Fig. 1: run 1, routed metal, one colour a layer
The bar under the picture is 20 µm long. Two of the layers only.
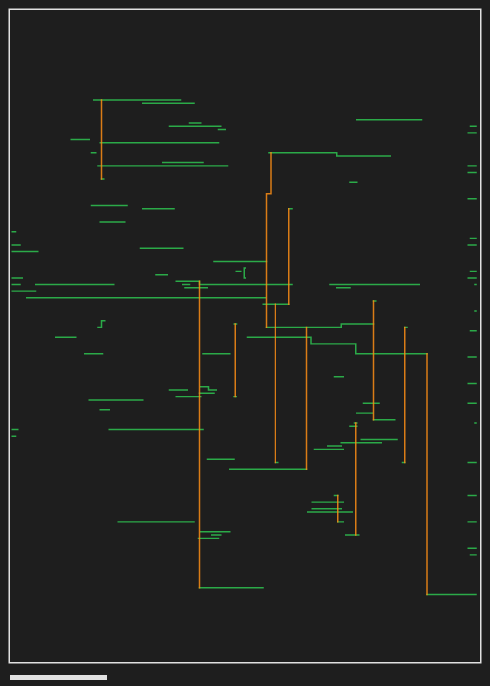
Fig. 2: run 1, a small window of the routed layout
The bar under the picture is 5 µm long. Region (63, 91) to (83, 111) µm. Cells in grey, sequential cells in the stronger grey; small squares are vias.
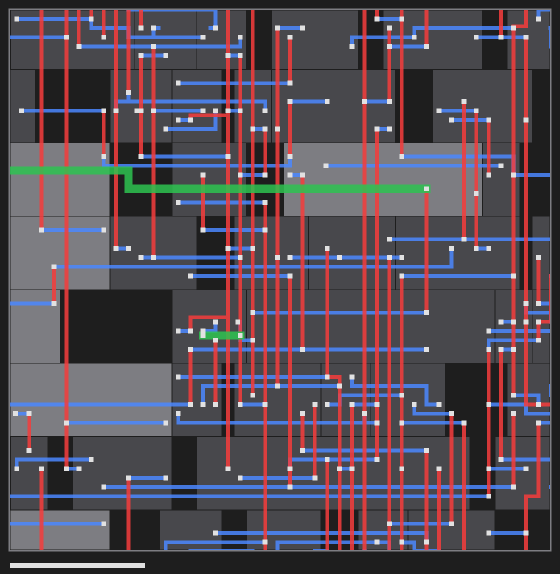
Fig. 3: run 1, signal metal coverage by tile
The die is cut into 19 by 27 equal tiles; white is low, dark blue is high, scaled to the fullest tile. Values are wire area over tile area, all layers added.
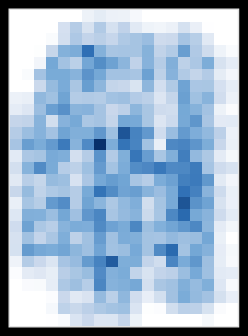
`config.mk`:
```
export PLATFORM = sky130hd
export DESIGN_NAME = ted_ml_avg_flat
export DESIGN_NICKNAME = d
export VERILOG_FILES = /design/src/rtl/ted_ml_avg_if.sv /design/src/rtl/ted_ml_avg.sv /design/src/flat_wrapper.sv
export SDC_FILE = /design/constraint.sdc
export NUM_CORES = 1
export LEC_CHECK = 0
export CAP_MARGIN = 15
export CORE_ASPECT_RATIO = 1.4
export CORE_MARGIN = 1.5
export CORE_UTILIZATION = 65
export DETAILED_ROUTE_END_ITERATION = 8
export PLACE_DENSITY = 0.88
export SYNTH_ARGS = -nofsm -noshare
export SYNTH_HDL_FRONTEND = slang
export SYNTH_SLANG_ARGS = --single-unit
```
`constraint.sdc`:
```
create_clock -name clk -period 11.9 [get_ports clk]
set_input_delay 2.38 -clock clk [delete_from_list [all_inputs] [get_ports clk]]
set_output_delay 2.38 -clock clk [all_outputs]
set_load 0.01 [all_outputs]
```
`src/rtl/ted_ml_avg_if.sv`:
```
// Sample/result bundle for ted_ml_avg.
// master: sample source and result sink; slave: the detector itself.
interface ted_ml_avg_if #(
    parameter int NB_INPUT  = 9,
    parameter int NB_OUTPUT = 20
);
    logic                        enable_ted;
    logic                        i_mode;
    logic signed [NB_INPUT-1:0]  rx_output;
    logic signed [NB_INPUT-1:0]  phase_behind;
    logic signed [NB_INPUT-1:0]  phase_forward;
    logic signed [NB_INPUT-1:0]  o_data;
    logic                        o_data_valid;
    logic signed [NB_OUTPUT-1:0] o_ted;
    logic                        o_ted_valid;
    logic                        o_sat;

    modport master (
        output enable_ted, i_mode, rx_output, phase_behind, phase_forward,
        input  o_data, o_data_valid, o_ted, o_ted_valid, o_sat
    );

    modport slave (
        input  enable_ted, i_mode, rx_output, phase_behind, phase_forward,
        output o_data, o_data_valid, o_ted, o_ted_valid, o_sat
    );
endinterface

```
`src/rtl/ted_ml_avg.sv`:
```
// Pipelined ML / sign-ML timing error detector with integrate-and-dump averaging.
// Stage 1 registers diff and rx, stage 2 the product, stage 3 accumulates and
// dumps one rounded/saturated average every 2^LOG2_AVG valid products.
// Optional macro TED_ML_AVG_ROUND_EN: round half-up when dropping fraction bits
// (default: truncate toward -inf).
// rst_n is a synchronous, active-HIGH reset despite its name.
module ted_ml_avg #(
    parameter int NB_INPUT   = 9,
    parameter int NBF_INPUT  = 7,
    parameter int NB_OUTPUT  = 20,
    parameter int NBF_OUTPUT = 15,
    parameter int LOG2_AVG   = 2
) (
    input logic          clk,
    input logic          rst_n,
    ted_ml_avg_if.slave  bus_io
);
    localparam int NB_DIFF  = NB_INPUT + 1;
    localparam int NB_PROD  = 2 * NB_INPUT + 1;
    localparam int NB_ACC   = NB_PROD + LOG2_AVG;
    localparam int NBF_SUM  = 2 * NBF_INPUT + LOG2_AVG;
    localparam int SHL      = (NBF_OUTPUT > NBF_SUM) ? NBF_OUTPUT - NBF_SUM : 0;
    localparam int SHR      = (NBF_SUM > NBF_OUTPUT) ? NBF_SUM - NBF_OUTPUT : 0;
    // One spare bit so the rounding add cannot wrap before saturation.
    localparam int NB_W_RAW = NB_ACC + SHL + 1;
    localparam int NB_W     = (NB_W_RAW > NB_OUTPUT + 1) ? NB_W_RAW : NB_OUTPUT + 1;
    localparam int NB_CNT   = (LOG2_AVG > 0) ? LOG2_AVG : 1;
    localparam logic [NB_CNT-1:0] CNT_LAST = NB_CNT'((2 ** LOG2_AVG) - 1);

`ifdef TED_ML_AVG_ROUND_EN
    localparam logic signed [NB_W-1:0] RND = NB_W'((2 ** SHR) / 2);
`else
    localparam logic signed [NB_W-1:0] RND = '0;
`endif

    localparam logic signed [NB_W-1:0] OUT_MAX =
        {{(NB_W - NB_OUTPUT + 1){1'b0}}, {(NB_OUTPUT - 1){1'b1}}};
    localparam logic signed [NB_W-1:0] OUT_MIN =
        {{(NB_W - NB_OUTPUT + 1){1'b1}}, {(NB_OUTPUT - 1){1'b0}}};

    logic                        s1_valid_q;
    logic                        s1_mode_q;
    logic signed [NB_DIFF-1:0]   s1_diff_q;
    logic signed [NB_INPUT-1:0]  s1_rx_q;

    logic signed [NB_PROD-1:0]   prod_d;
    logic signed [NB_PROD-1:0]   shifted;
    logic                        s2_valid_q;
    logic signed [NB_PROD-1:0]   s2_prod_q;

    logic signed [NB_ACC-1:0]    acc_q;
    logic [NB_CNT-1:0]           cnt_q;
    logic signed [NB_ACC-1:0]    sum;
    logic signed [NB_W-1:0]      sum_w;
    logic signed [NB_W-1:0]      conv;
    logic                        last;
    logic                        sat_d;
    logic signed [NB_OUTPUT-1:0] ted_d;
    logic signed [NB_OUTPUT-1:0] ted_q;
    logic                        ted_valid_q;
    logic                        sat_q;

    // Stage 1: capture sample, early-minus-late difference and mode.
    always_ff @(posedge clk) begin
        if (rst_n) begin
            s1_valid_q <= 1'b0;
            s1_mode_q  <= 1'b0;
            s1_diff_q  <= '0;
            s1_rx_q    <= '0;
        end else begin
            s1_valid_q <= bus_io.enable_ted;
            if (bus_io.enable_ted) begin
                s1_mode_q <= bus_io.i_mode;
                s1_rx_q   <= bus_io.rx_output;
                s1_diff_q <= {bus_io.phase_forward[NB_INPUT-1], bus_io.phase_forward}
                           - {bus_io.phase_behind[NB_INPUT-1], bus_io.phase_behind};
            end
        end
    end

    // Error law: full product, or +/-diff aligned to the product's binary point.
    always_comb begin
        shifted = NB_PROD'(s1_diff_q) <<< NBF_INPUT;
        prod_d  = NB_PROD'(s1_rx_q) * NB_PROD'(s1_diff_q);
        if (s1_mode_q) begin
            prod_d = s1_rx_q[NB_INPUT-1] ? -shifted : shifted;
        end
    end

    // Stage 2: register the product.
    always_ff @(posedge clk) begin
        if (rst_n) begin
            s2_valid_q <= 1'b0;
            s2_prod_q  <= '0;
        end else begin
            s2_valid_q <= s1_valid_q;
            if (s1_valid_q) begin
                s2_prod_q <= prod_d;
            end
        end
    end

    // Window sum, reinterpreted as the average, rescaled and saturated.
    always_comb begin
        sum   = acc_q + NB_ACC'(s2_prod_q);
        sum_w = (NB_W'(sum) + RND) >>> SHR;
        conv  = sum_w <<< SHL;
        last  = s2_valid_q && (cnt_q == CNT_LAST);
        sat_d = 1'b0;
        ted_d = conv[NB_OUTPUT-1:0];
        if (conv > OUT_MAX) begin
            sat_d = 1'b1;
            ted_d = OUT_MAX[NB_OUTPUT-1:0];
        end else if (conv < OUT_MIN) begin
            sat_d = 1'b1;
            ted_d = OUT_MIN[NB_OUTPUT-1:0];
        end
    end

    // Stage 3: integrate, and dump on the last product of each window.
    always_ff @(posedge clk) begin
        if (rst_n) begin
            acc_q       <= '0;
            cnt_q       <= '0;
            ted_q       <= '0;
            ted_valid_q <= 1'b0;
            sat_q       <= 1'b0;
        end else begin
            ted_valid_q <= 1'b0;
            if (last) begin
                acc_q       <= '0;
                cnt_q       <= '0;
                ted_q       <= ted_d;
                sat_q       <= sat_d;
                ted_valid_q <= 1'b1;
            end else if (s2_valid_q) begin
                acc_q <= sum;
                cnt_q <= cnt_q + NB_CNT'(1);
            end
        end
    end

    // Outputs.
    always_comb begin
        bus_io.o_data       = s1_rx_q;
        bus_io.o_data_valid = s1_valid_q;
        bus_io.o_ted        = ted_q;
        bus_io.o_ted_valid  = ted_valid_q;
        bus_io.o_sat        = sat_q;
    end
endmodule
```
`src/flat_wrapper.sv`:
```
// flat-port wrapper written by rule: the top's interface ports become plain ports
module ted_ml_avg_flat 
#(
    parameter int NB_INPUT   = 9,
    parameter int NBF_INPUT  = 7,
    parameter int NB_OUTPUT  = 20,
    parameter int NBF_OUTPUT = 15,
    parameter int LOG2_AVG   = 2
)
  (clk, rst_n, bus_io_enable_ted, bus_io_i_mode, bus_io_rx_output, bus_io_phase_behind, bus_io_phase_forward, bus_io_o_data, bus_io_o_data_valid, bus_io_o_ted, bus_io_o_ted_valid, bus_io_o_sat);
  ted_ml_avg_if #(.NB_INPUT(NB_INPUT), .NB_OUTPUT(NB_OUTPUT)) bus_io_i ();
  input logic clk;
  input logic rst_n;
  input wire logic [$bits(bus_io_i.enable_ted)-1:0] bus_io_enable_ted;
  input wire logic [$bits(bus_io_i.i_mode)-1:0] bus_io_i_mode;
  input wire logic [$bits(bus_io_i.rx_output)-1:0] bus_io_rx_output;
  input wire logic [$bits(bus_io_i.phase_behind)-1:0] bus_io_phase_behind;
  input wire logic [$bits(bus_io_i.phase_forward)-1:0] bus_io_phase_forward;
  output wire logic [$bits(bus_io_i.o_data)-1:0] bus_io_o_data;
  output wire logic [$bits(bus_io_i.o_data_valid)-1:0] bus_io_o_data_valid;
  output wire logic [$bits(bus_io_i.o_ted)-1:0] bus_io_o_ted;
  output wire logic [$bits(bus_io_i.o_ted_valid)-1:0] bus_io_o_ted_valid;
  output wire logic [$bits(bus_io_i.o_sat)-1:0] bus_io_o_sat;
  assign bus_io_i.enable_ted = bus_io_enable_ted;
  assign bus_io_i.i_mode = bus_io_i_mode;
  assign bus_io_i.rx_output = bus_io_rx_output;
  assign bus_io_i.phase_behind = bus_io_phase_behind;
  assign bus_io_i.phase_forward = bus_io_phase_forward;
  assign bus_io_o_data = bus_io_i.o_data;
  assign bus_io_o_data_valid = bus_io_i.o_data_valid;
  assign bus_io_o_ted = bus_io_i.o_ted;
  assign bus_io_o_ted_valid = bus_io_i.o_ted_valid;
  assign bus_io_o_sat = bus_io_i.o_sat;
  ted_ml_avg #(.NB_INPUT(NB_INPUT), .NBF_INPUT(NBF_INPUT), .NB_OUTPUT(NB_OUTPUT), .NBF_OUTPUT(NBF_OUTPUT), .LOG2_AVG(LOG2_AVG)) u_core (.clk(clk), .rst_n(rst_n), .bus_io(bus_io_i));
endmodule
```
==> impl_metrics.toml, run 1 <==
# yosys + openroad results
[finish]
logic_gate_count = 678
area_growth_pct = 12.3
num-nonclk-inverters = 101
final_layout_size_suffix_gt1_frac = 0.0380
logic_area_um2 = 5740
ff_latch_area_um2 = 1720
finalInstanceArea_um2 = 9010
layout.clock_buffers = 12
fin_nets = 1124
final_common_cell = "sky130_fd_sc_hd__inv_1"
layout.non_clock_buffers = 67
flop-count = 86
num_antenna_cells = 0
mostFrequentLayoutCells = "sky130_fd_sc_hd__inv_1 (101), sky130_fd_sc_hd__nand2_1 (86), sky130_fd_sc_hd__dfxtp_1 (86), sky130_fd_sc_hd__fa_1 (79), sky130_fd_sc_hd__ha_1 (71)"
fillerInstances = 881
layoutNonFillerInstCount = 1095
clock_tree_area_fraction = 0.0371
nonClkBufAreaFrac = 0.0724
seq_area_frac = 0.191

[timing]
fin_crit_sh = 0.457
timing_worst_slew_pin_value_ns = 0.882
final_period_minus_worst_setup_slack_ns = 5.43
finalMaxSlewViolations = 0
holdWs_ns = 0.449
slew_headroom = 0.411
rsz0062_at_grt = "no"
final.setup_skew_ns = 0.0122
maxClockFrequency_mhz = 184
timing.setup.tns_ns = 0

[routing]
metal2_wl_um = 9540
detail_route.wirelength.met1_um = 7010
ant_nets = 0
mean_number_of_vias_per_cell = 5.91
detail_route.wl_per_cell_um = 16.0
first_iter_violations = 297
totalWireLength_um = 17500
highest_metal_layer_with_signal_wires = "met4"
via_count = 6472
detail_route.first_pass.iterations = 5

[yosys]
yosys_cells = 915
synth_compound_gate_area_share = 0.160
yosys_area_um2 = 8030
netlist_logic_family_top = "adder cells"
top_area_cell = "sky130_fd_sc_hd__dfxtp_1"
yosys-top-cells-count = "sky130_fd_sc_hd__inv_1 (101), sky130_fd_sc_hd__dfxtp_1 (86), sky130_fd_sc_hd__nand2_1 (86)"
synth_nets = 1096
synth.cellmix.adderShare = 0.308
syn_area_um2 = 8030
synthCells = 915
postSynth.asyncResetShare = 0
share_of_synthesized_area_occupied_by_flip_flops_and_latches = 0.214
ys_top_cells_by_area = "sky130_fd_sc_hd__dfxtp_1 (21%), sky130_fd_sc_hd__fa_1 (20%), sky130_fd_sc_hd__ha_1 (11%)"
netlist.top_cell.by_instances = "sky130_fd_sc_hd__inv_1"
post-synth-top-area-fraction = 0.214
ys_seq_elements = 86
synth.distinct_cells = 65
area_fraction_in_and_or_nand_and_nor_cells_after_synthesis = 0.164
synthesis.yosys.warnings = 0

[floorplan]
floorplanUtilization = 0.672
well_tap_count = 147
die_w_um = 96.9
die_h_um = 134
dieArea_um2 = 13000

[clocking]
clock_tree.buffer_depth = 2
clk_pin_slew_ns = 0.07
cts_inserted_buffers = 9
cts_resized = 0
cts_setup_buffers = 0
clock-sinks = 86
tritoncts = "built"
htree_num_levels = 3
clock_insertion_delay_worst_skew_ns = 0.35
postCtsHoldBufs = 0

[placement]
hpwlAfterDp_um = 13400
port_buffers = 62
gp_congestion = 0.941
instance_count_after_placement_with_tap_cells_included = 1079
standard_cell_area_after_detailed_placement_um2 = 8680

[setup_path]
regToRegStartpoint = "u_core.bus_io.o_data[8]$_SDFFE_PP0P_"
path_class = "flip-flop to flip-flop"
critPathRequiredTime_ns = 12.15
r2r_slack_ns = 6.47
cp-endpoint = "u_core.s2_prod_q[15]$_SDFFE_PP0P_"
worst-path-max-fanout = 26
regToRegEndpoint = "u_core.s2_prod_q[15]$_SDFFE_PP0P_"

[run_status]
run_status = "completed"

[global_routing]
grt.met2_usage = 0.521
antenna_violations_before_repair = 0
grt_max_degree = 53
grt_first_pass_wirelength_um = 29600
grt_remaining_overflow = 0
grt_use_met1 = 0.317
grt_most_used_layer = "met2"
gr-usage-met3 = 0.0383
grt_pass1_vias = 6600

[power]
switching_share = 0.315
power_frac_comb = 0.265
net-switching-power_uw = 277
max-vdd-ir-drop_v = 0.0000775

[worst_hold_path]
min_path_cells = 2
holdCritStartpoint = "u_core.bus_io.o_ted[16]$_SDFFE_PP0P_"
hold_path.class = "flip-flop to flip-flop"

[run]
stage_log_warnings = 26
About Fig. 1:
M3: marked green, wire length 625 µm. M4: marked orange, wire length 344 µm.

About Fig. 2:
M2: marked red. M1: marked blue. M3: marked green.
Netlist names of flops here include u_core.s2_prod_q (3), u_core.acc_q (2). Sequential cells in the window: 5. 37 logic cells have their middle in the window. Most frequent: dfxtp_1 (5), xnor2_1 (4).

About Fig. 3:
The fullest tile reaches 0.65. 11% of the tiles are nearly empty. The mean over all tiles is 0.21. 20% of the tiles are over half the peak. The densest ninth of the die: middle.

## run 1: per-stage QoR
| stage | setup slack (ns) | power [mW] |
|---|---|---|
| CTS | 6.51 | 0.882 |
| global route | 6.16 | 0.924 |
| global placement | 6.66 | 0.552 |
| finish | 6.47 | 0.879 |
| detailed placement | 6.58 | 0.562 |
| floorplan | 7.05 | 0.501 |
## run 1: state kept, by name, indices dropped and copies added (netlist names)
name	flops
u_core.s2_valid_q	1
u_core.bus_io.o_ted	20
u_core.acc_q	21
u_core.bus_io.o_data	9
u_core.s2_prod_q	19
u_core.cnt_q	2
u_core.bus_io.o_data_valid	1
u_core.bus_io.o_sat	1
u_core.s1_mode_q	1
u_core.bus_io.o_ted_valid	1
u_core.s1_diff_q	10
## run 1: worst max-delay path: stages (launching register included)
cell	delay (ns)
sky130_fd_sc_hd__dfxtp_1	0.90
sky130_fd_sc_hd__nand2_1	0.17
sky130_fd_sc_hd__fa_1	0.54
sky130_fd_sc_hd__fa_1	0.55
sky130_fd_sc_hd__inv_1	0.05
sky130_fd_sc_hd__fa_1	0.50
sky130_fd_sc_hd__fa_1	0.60
sky130_fd_sc_hd__fa_1	0.44
sky130_fd_sc_hd__ha_1	0.39
sky130_fd_sc_hd__o21a_1	0.14
sky130_fd_sc_hd__o31a_1	0.18
sky130_fd_sc_hd__nor2_1	0.07
sky130_fd_sc_hd__o21ai_0	0.30
sky130_fd_sc_hd__xor2_1	0.17
sky130_fd_sc_hd__o21ai_0	0.08
sky130_fd_sc_hd__a211oi_1	0.25
## run 1: power groups by stage
stage	clock network [mW]	logic (mW)	registers, mW
2_1_floorplan	0	0.186	0.315
3_3_place_gp	0	0.219	0.333
3_5_place_dp	0	0.229	0.333
4_1_cts	0.321	0.234	0.327
5_1_grt	0.331	0.263	0.330
6_report	0.318	0.233	0.328
==> run 2, diff against run 1 <==
CORE_UTILIZATION = 60   (was 65)
PLACE_DENSITY = 0.82   (was 0.88)
clock period = 5.21 ns   (was 11.9 ns; I/O delays follow)
Fig. 4: run 2, routing congestion map
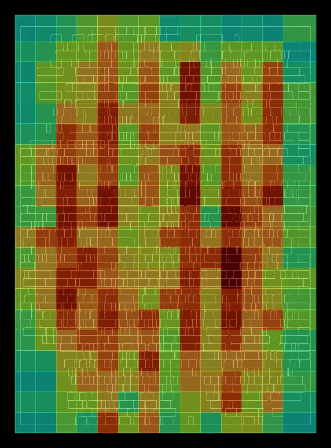
Routed WL per cell: 16.4 µm
met3 usage: 0.0492

Fig. 5: run 2, routed metal, one colour a layer
The bar under the picture is 20 µm long. Two of the layers only.
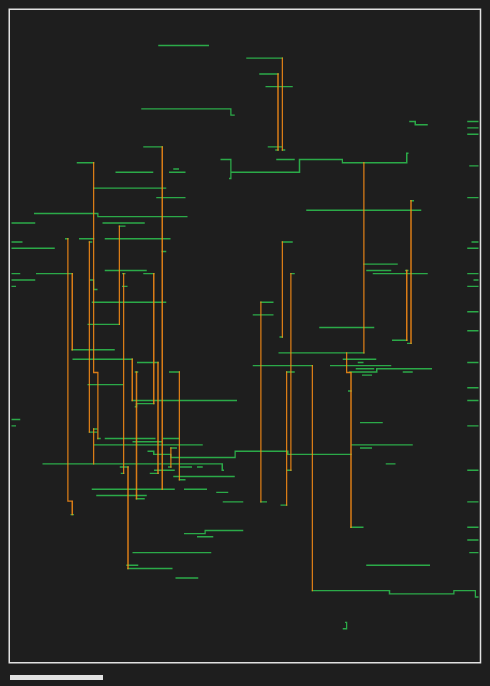
M3: marked green, wire length 869 µm. M4: marked orange, wire length 802 µm.

==> run 2 against run 1 <==
Total power is 120% higher. Sequential share of layout area shrank 0.15 points. Clock power up 98%. Die area grew 8.1%. Register-to-register slack worse by 6.2 ns. Routed wire length up 6.7%. Critical endpoint is now u_core.s2_prod_q[17]$_SDFFE_PP0P_. Global-route usage grew 0.21 points. Maximum frequency grew 11%. Highest routed layer unchanged. Count of clock-buffer cells in the layout unchanged. Sequential power grew 120%. Combinational power is 150% higher.
==> impl_metrics.toml, run 2 <==
# yosys + openroad results
[global_routing]
antenna_violations_before_repair = 0
grt_max_degree = 52
grt_remaining_overflow = 0
grt_pass1_vias = 6766
gr-usage-all-layers = 0.278
grt_first_pass_wirelength_um = 31100

[timing]
holdWs_ns = 0.451
slew_headroom = 0.555
setup-violations-final = 0
timing.setup.tns_ns = 0
timing_worst_slew_pin_value_ns = 0.651
finalMaxSlewViolations = 0
report.final.hold_viol_count = 0
final.setup_skew_ns = 0.00898
maxClockFrequency_mhz = 204
fin_crit_sh = 0.941
final_period_minus_worst_setup_slack_ns = 4.90
rsz0062_at_grt = "no"

[floorplan]
top_level_ports = 63
coreArea_um2 = 12900
die_w_um = 101
placementRows = 49
die_h_um = 140
floorplanUtilization = 0.621
dieArea_um2 = 14100

[yosys]
share_of_synthesized_area_occupied_by_flip_flops_and_latches = 0.214
synthesis.yosys.warnings = 0
postSynth.asyncResetShare = 0
yosys_cells = 915
ys_seq_elements = 86
yosys-top-cells-count = "sky130_fd_sc_hd__inv_1 (101), sky130_fd_sc_hd__dfxtp_1 (86), sky130_fd_sc_hd__nand2_1 (86)"
syn_area_um2 = 8030
synth_nets = 1096
yosys_area_um2 = 8030
synthesis.area_per_instance_um2 = 8.77
synth-edff-count = 0
ys_top_cells_by_area = "sky130_fd_sc_hd__dfxtp_1 (21%), sky130_fd_sc_hd__fa_1 (20%), sky130_fd_sc_hd__ha_1 (11%)"
top_area_cell = "sky130_fd_sc_hd__dfxtp_1"
netlist.top_cell.by_instances = "sky130_fd_sc_hd__inv_1"
synthCells = 915
synth.distinct_cells = 65
post-synth-top-area-fraction = 0.214
flop_cell = "sky130_fd_sc_hd__dfxtp_1"

[setup_path]
crit_slowest_cell = "sky130_fd_sc_hd__fa_1"
worst-path-max-fanout = 12
worst_ep_arrival_time_ns = 5.13
regToRegEndpoint = "u_core.s2_prod_q[17]$_SDFFE_PP0P_"
cp-endpoint = "u_core.s2_prod_q[17]$_SDFFE_PP0P_"
path_class = "flip-flop to flip-flop"
timing.critical_path.mode_cell = "sky130_fd_sc_hd__fa_1"
r2r_slack_ns = 0.31
reg2regPathDepth = 15
critical_path.startpoint = "u_core.bus_io.o_data[4]$_SDFFE_PP0P_"
critPathRequiredTime_ns = 5.44
crit_path_max_incr_delay_ns = 0.56
timing.critical_path.to_type = "flip-flop"
worstSetupStartpointType = "flip-flop"
regToRegStartpoint = "u_core.bus_io.o_data[4]$_SDFFE_PP0P_"
cells_traversed_along_the_worst_timing_path = "and2_1, fa_1, inv_1, fa_1, inv_1, fa_1, fa_1, ha_1, ha_1, and2_1, a221oi_1, o21ai_0, a31oi_1, xor2_1, o21ai_0"

[finish]
layoutNonFillerInstCount = 1139
fin_nets = 1139
num_antenna_cells = 0
area_growth_pct = 13.7
top_register = "u_core.acc_q"
mostFrequentLayoutCells = "sky130_fd_sc_hd__inv_1 (101), sky130_fd_sc_hd__nand2_1 (86), sky130_fd_sc_hd__fa_1 (79), sky130_fd_sc_hd__dfxtp_1 (79), sky130_fd_sc_hd__ha_1 (71)"
final_common_cell = "sky130_fd_sc_hd__inv_1"
final_layout_size_suffix_gt1_frac = 0.0604
largest_register_ff_count = 21

[clocking]
clk_pin_slew_ns = 0.07
htree_num_levels = 3
tritoncts = "built"
clock_insertion_delay_worst_skew_ns = 0.35
cts.root.buffer_cell = "sky130_fd_sc_hd__clkbuf_16"
clock_tree.buffer_depth = 2
cts_setup_buffers = 0
cts_inserted_buffers = 9
clock-sinks = 86

[routing]
mean_number_of_vias_per_cell = 5.71
via_count = 6500
first_iter_violations = 270
detail_route.first_pass.iterations = 5
drcViolationCount = 0
totalWireLength_um = 18700
ant_nets = 0

[worst_hold_path]
min_to = "u_core.bus_io.o_ted[0]$_SDFFE_PP0P_"
hold_path.class = "flip-flop to flip-flop"
holdCritStartpoint = "u_core.bus_io.o_ted[0]$_SDFFE_PP0P_"
min_path_cells = 2

[run]
stage_log_warnings = 26
max-cap-violations = 0

[placement]
port_buffers = 62
instance_count_after_placement_with_tap_cells_included = 1125
gp_congestion = 0.911
hpwlAfterDp_um = 14700

[run_status]
run_status = "completed"

[power]
cellPowerDensity_nw_per_um2 = 212
finalPower_mw = 1.93
max-vdd-ir-drop_v = 0.000156
leakagePower_nw = 4.18
Fig. 6: run 2, a small window of the routed layout
The bar under the picture is 5 µm long. Region (66, 95) to (86, 115) µm. Cells in grey, sequential cells in the stronger grey; small squares are vias.
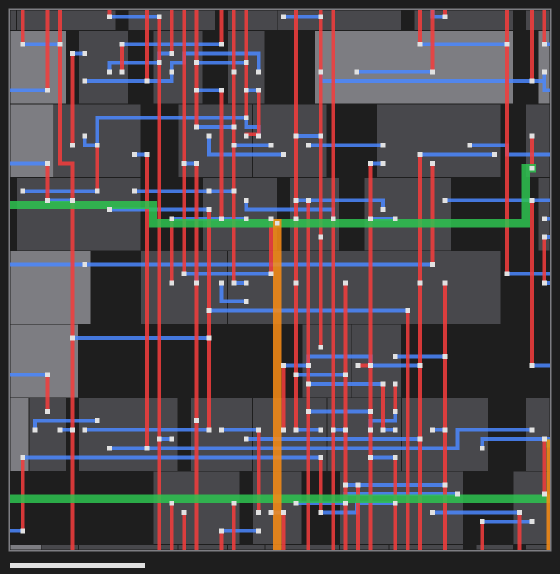
M4: marked orange. M3: marked green. M1: marked blue. M2: marked red.
Sequential cells in the window: 1. 25 logic cells have their middle in the window. Most frequent: xnor2_1 (3), ha_1 (3). Netlist names of flops here include u_core.acc_q (1).

[run 2: final cells by class]
cell class	instances	area, µm²
clock buffer	12	267
inverter	101	379
sequential	86	1730
multi-input combinational	678	5750
timing repair buffer	82	766
clock inverter	2	16.3
fill	1030	3800
tap	178	223
[run 2: logic make-up after synthesis]
kind of cell / Yosys count / share of synthesized area
adder cells (fa/ha/maj): 150 / 0.308
AND-OR/OR-AND: 182 / 0.160
XOR/XNOR: 48 / 0.0524
multiplexers: 25 / 0.0315
AND/OR/NAND/NOR: 273 / 0.164
buffers and inverters: 151 / 0.0706
flip-flops: 86 / 0.214
[run 2: power by group]
part	total, mW	switching [mW]	internal [mW]
logic	0.572	0.319	0.253
registers	0.734	0.0483	0.686
clock network	0.629	0.270	0.359
[run 2: per-stage QoR]
| stage | area [µm²] | setup WS (ns) | utilization |
|---|---|---|---|
| floorplan | 8030 | 0.356 | - |
| global placement | 8830 | 0.332 | 0.683 |
| detailed placement | 8830 | 0.193 | 0.683 |
| CTS | 9110 | 0.177 | 0.705 |
| global route | 9130 | 0.00865 | 0.706 |
| finish | 9130 | 0.307 | 0.706 |
[run 2: per-layer routing]
metal | vias up | share of wire | track usage
met1 | 3098 | 0.39 | 0.310
met3 | 58 | 0.046 | 0.0492
met4 | 0 | 0.043 | 0.130
met5 | - | 0 | 0
li1 | 3142 | - | -
met2 | 202 | 0.52 | 0.502
[run 2: worst max-delay path: cells and delay by family, from the launching register on]
kind                     cells  cell delay [ns]
AND/OR/NAND/NOR              2             0.43
AND-OR/OR-AND                4             0.82
adder cells (fa/ha/maj)      6             2.75
XOR/XNOR                     1             0.15
buffers and inverters        2             0.20
flip-flops                   1             0.41
[run 2: repair_timing]
item	CTS	global route
gates resized	0	8
hold buffers	0	0
endpoints found under the setup margin	0	6
Power and IR drop assume default switching activity.
